`config.mk`:
```
export PLATFORM = sky130hd
export DESIGN_NAME = regfile_mp
export DESIGN_NICKNAME = d
export VERILOG_FILES = /design/src/rtl/regfile_mp.sv
export SDC_FILE = /design/constraint.sdc
export NUM_CORES = 2
export LEC_CHECK = 0
export CORE_MARGIN = 2
export CORE_UTILIZATION = 45
export DETAILED_ROUTE_END_ITERATION = 7
export DONT_BUFFER_PORTS = 1
export PLACE_DENSITY = 0.58
export SKIP_LAST_GASP = 1
export SLEW_MARGIN = 5
export SYNTH_ARGS = -nofsm -noshare
export SYNTH_HDL_FRONTEND = slang
export SYNTH_SLANG_ARGS = --single-unit
```
`constraint.sdc`:
```
create_clock -name cpu_clk -period 6.2 [get_ports cpu_clk]
set_clock_uncertainty 0.2 [all_clocks]
set_input_delay 1.24 -clock cpu_clk [delete_from_list [all_inputs] [get_ports cpu_clk]]
set_output_delay 1.24 -clock cpu_clk [all_outputs]
set_load 0.03 [all_outputs]
```
`src/rtl/regfile_mp.sv`:
```
// regfile_mp -- multi-read-port register file with a pending-write scoreboard.
//
// Purpose
//    After every reset the storage is swept to zero, one entry per clock,
//    in a CLEAR state. The block then enters RUN, where it accepts two write
//    ports and one reserve request per cycle and serves NRD combinational
//    read ports. Each entry carries a busy bit. A reserve sets the bit, and
//    a write clears it. If a reserve and a write hit the same entry in one
//    cycle, the reserve wins. Entry 0 is hard-wired to read zero and is
//    never written or reserved.
//
// Ports
//    cpu_clk          sole clock, rising edge
//    cpu_rst          synchronous active-high reset (restarts the sweep)
//    rR   [NRD*AW]    packed read addresses, lane k at [k*AW +: AW]
//    rD   [NRD*DW]    packed read data,      lane k at [k*DW +: DW]
//    rBusy[NRD]       busy bit of the entry addressed by each read lane
//    we0/wR0/wD0      write port 0 enable / address / data
//    we1/wR1/wD1      write port 1 enable / address / data (wins on collision)
//    rsv/rsv_addr     reserve request: mark entry as pending write
//    ready            high in RUN (writes and reserves accepted)
//
// Configuration
//    RF_BYPASS_EN     when defined, a RUN-state read whose address matches a
//                     same-cycle write returns that write's data (port 1 over
//                     port 0). Busy for that lane then reads 0, unless rsv
//                     targets the same address.
module regfile_mp #(
   parameter int DW  = 32,
   parameter int AW  = 5,
   parameter int NRD = 2
) (
   input  logic              cpu_clk,
   input  logic              cpu_rst,
   input  logic [NRD*AW-1:0] rR,
   output logic [NRD*DW-1:0] rD,
   output logic [NRD-1:0]    rBusy,
   input  logic              we0,
   input  logic [AW-1:0]     wR0,
   input  logic [DW-1:0]     wD0,
   input  logic              we1,
   input  logic [AW-1:0]     wR1,
   input  logic [DW-1:0]     wD1,
   input  logic              rsv,
   input  logic [AW-1:0]     rsv_addr,
   output logic              ready
);

   localparam int DEPTH = 1 << AW;

   typedef enum logic {
      S_CLEAR = 1'b0,
      S_RUN   = 1'b1
   } state_t;

   state_t            r_state;
   logic [AW-1:0]     r_cnt;
   logic              r_ready;
   logic [DEPTH-1:0]  r_busy;
   logic [DW-1:0]     r_mem [DEPTH];

   logic              w_wr0;
   logic              w_wr1;
   logic              w_rsv;
   logic [DEPTH-1:0]  w_busy_nxt;

   // Effective write/reserve strobes: only in RUN, never on a reset edge, never to entry 0.
   assign w_wr0 = we0 && (r_state == S_RUN) && !cpu_rst && (wR0 != {AW{1'b0}});
   assign w_wr1 = we1 && (r_state == S_RUN) && !cpu_rst && (wR1 != {AW{1'b0}});
   assign w_rsv = rsv && (r_state == S_RUN) && !cpu_rst && (rsv_addr != {AW{1'b0}});

   // Next busy vector: a reserve takes priority over a clearing write to the same entry.
   always_comb begin
      w_busy_nxt = r_busy;
      for (int i = 0; i < DEPTH; i++) begin
         w_busy_nxt[i] = (w_rsv && (rsv_addr == AW'(i))) ? 1'b1 :
                         ((w_wr0 && (wR0 == AW'(i))) ||
                          (w_wr1 && (wR1 == AW'(i)))) ? 1'b0 : r_busy[i];
      end
   end

   // Control FSM: sweep counter, state, registered ready and the busy scoreboard.
   always_ff @(posedge cpu_clk) begin
      if (cpu_rst) begin
         r_state <= S_CLEAR;
         r_cnt   <= {AW{1'b0}};
         r_ready <= 1'b0;
         r_busy  <= {DEPTH{1'b0}};
      end else begin
         case (r_state)
            S_CLEAR: begin
               r_busy <= {DEPTH{1'b0}};
               // Hold the counter at the last entry instead of wrapping.
               if (r_cnt == {AW{1'b1}}) begin
                  r_state <= S_RUN;
                  r_ready <= 1'b1;
               end else begin
                  r_cnt   <= r_cnt + {{(AW-1){1'b0}}, 1'b1};
                  r_ready <= 1'b0;
               end
            end
            S_RUN: begin
               r_ready <= 1'b1;
               r_busy  <= w_busy_nxt;
            end
            default: begin
               r_state <= S_CLEAR;
               r_cnt   <= {AW{1'b0}};
               r_ready <= 1'b0;
               r_busy  <= {DEPTH{1'b0}};
            end
         endcase
      end
   end

   // Storage: zeroed by the sweep in CLEAR; in RUN port 1 is written last so it wins a collision.
   always_ff @(posedge cpu_clk) begin
      if (!cpu_rst && (r_state == S_CLEAR)) begin
         r_mem[r_cnt] <= {DW{1'b0}};
      end else begin
         if (w_wr0) begin
            r_mem[wR0] <= wD0;
         end
         if (w_wr1) begin
            r_mem[wR1] <= wD1;
         end
      end
   end

   for (genvar k = 0; k < NRD; k++) begin : g_rd
      logic [AW-1:0] w_addr;
      logic [DW-1:0] w_data;
      logic          w_bsy;

      assign w_addr = rR[k*AW +: AW];

      // Combinational read lane: zero in CLEAR and for entry 0, optional write bypass in RUN.
      always_comb begin
         w_data = {DW{1'b0}};
         w_bsy  = 1'b0;
         if ((r_state == S_RUN) && (w_addr != {AW{1'b0}})) begin
            w_data = r_mem[w_addr];
            w_bsy  = r_busy[w_addr];
`ifdef RF_BYPASS_EN
            if (w_wr1 && (wR1 == w_addr)) begin
               w_data = wD1;
               w_bsy  = w_rsv && (rsv_addr == w_addr);
            end else if (w_wr0 && (wR0 == w_addr)) begin
               w_data = wD0;
               w_bsy  = w_rsv && (rsv_addr == w_addr);
            end else begin
               w_data = r_mem[w_addr];
               w_bsy  = r_busy[w_addr];
            end
`endif
         end else begin
            w_data = {DW{1'b0}};
            w_bsy  = 1'b0;
         end
      end

      assign rD[k*DW +: DW] = w_data;
      assign rBusy[k]       = w_bsy;
   end

   assign ready = r_ready;

endmodule

```
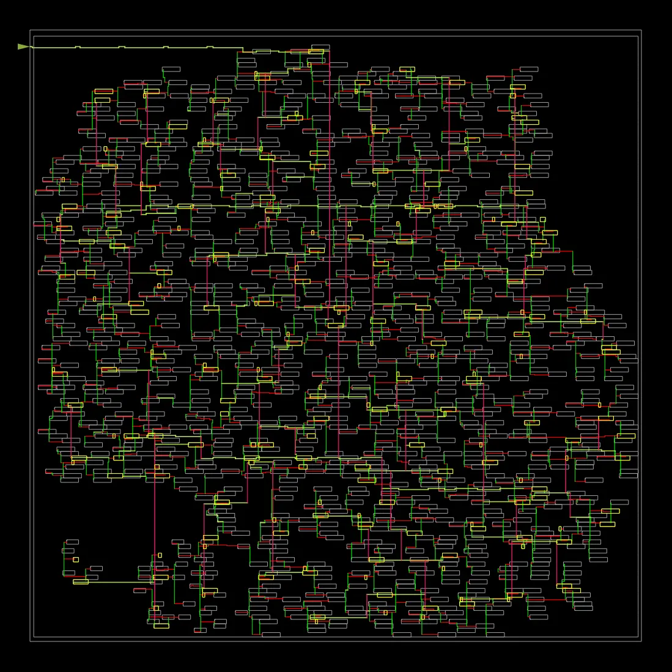
(images/final_clocks.png)
Seq cells: 1,062
# clock sinks: 1,062
Num CTS Buffers: 118
P_clk: 7.23 mW
CLK BUF: 144

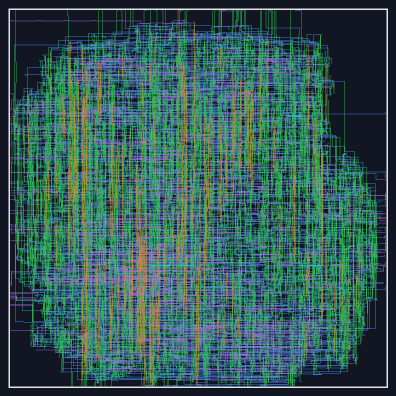
(images/metal_stack.png)
Drawn at 1 px/um.
- orange: met4 (wire length 14,100 um)
- purple: met3 (wire length 28.6 mm)
- blue: met1 (wire length 93.6 mm)
- cyan: met5 (wire length 65.3 um)
- green: met2 (wire length 115 mm)
post-DR wirelength/cell: 38.3 um
DR vias: 46,000
WL final: 251,000 um
All-Layer GR Usage: 34.9%

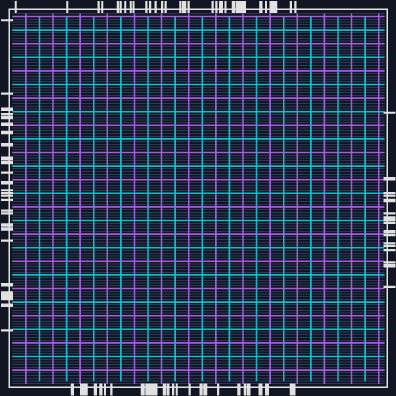
(images/pdn.png)
Drawn at 1 px/um. Pins as bars on the die edge.
- cyan: VDD
- purple: VSS
- met5 straps: 27
- signal pins: 161

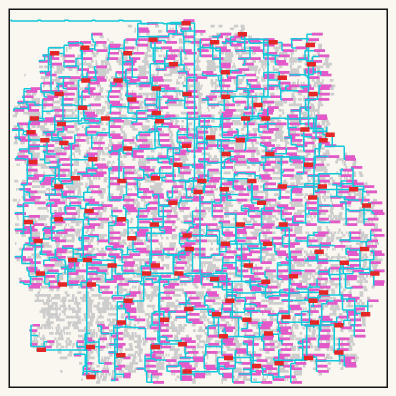
(images/clock_map.png)
Drawn at 1 px/um.
- magenta: flip-flops (count 1,062)
- red: cells driving clock nets (count 118)
- cyan: clock wires (length 14,800 um)
- routed clock nets: 119
- flops lie: all over the die
Clock Power Share: 45.9%
clock latency on the worst-skew pair: 750 ps

==> results.json <==
{
  "ir_worst_vdd_mv": 0.241,
  "violations": "capacitance limit, slew limit",
  "dpl.hpwl_um": 140000,
  "synth-async-reset-ratio_pct": 0,
  "use_met1_pct": 45.8,
  "pwr-share-comb_pct": 4.4,
  "cpPeakStageDelay_ps": 1040,
  "die_w_um": 376,
  "fin_area_sq_um": 67300,
  "cts_tree": "yes",
  "port_buffers": 0,
  "finalMaxSlewViolations": 1,
  "cts_resized": 0,
  "ys_seq_share_pct": 50.5,
  "tool_warnings": 42,
  "crit_buf_inv": 0,
  "drive_above_1_share_pct": 24.5,
  "synth_cell_type_count": 65,
  "worstHoldEndpoint": "r_busy[0]",
  "reg2reg_from": "r_state",
  "nNetsFinal": 4763,
  "combGateArea_sq_um": 28500,
  "cts_setup_buffers": 0,
  "reg2reg_depth": 5,
  "critPathCapture": "rD[10]",
  "fin_crit_ps": 5180,
  "synth_area_per_cell_sq_um": 12.5,
  "maxCapViolations": 1,
  "final_cells": 6558,
  "ys.flop_type": "edfxtp_1",
  "status": "complete, but fails checks",
  "gp_congestion": 0.873,
  "io_pins": 161,
  "antenna_found_initial": 5,
  "hold_start": "r_busy[0]",
  "gr-max-usage-layer": "met2",
  "vias_per_cell": 7.02,
  "buf_share_pct": 1.56
}
No activity file was given, so power comes from the tool's default toggle rates.
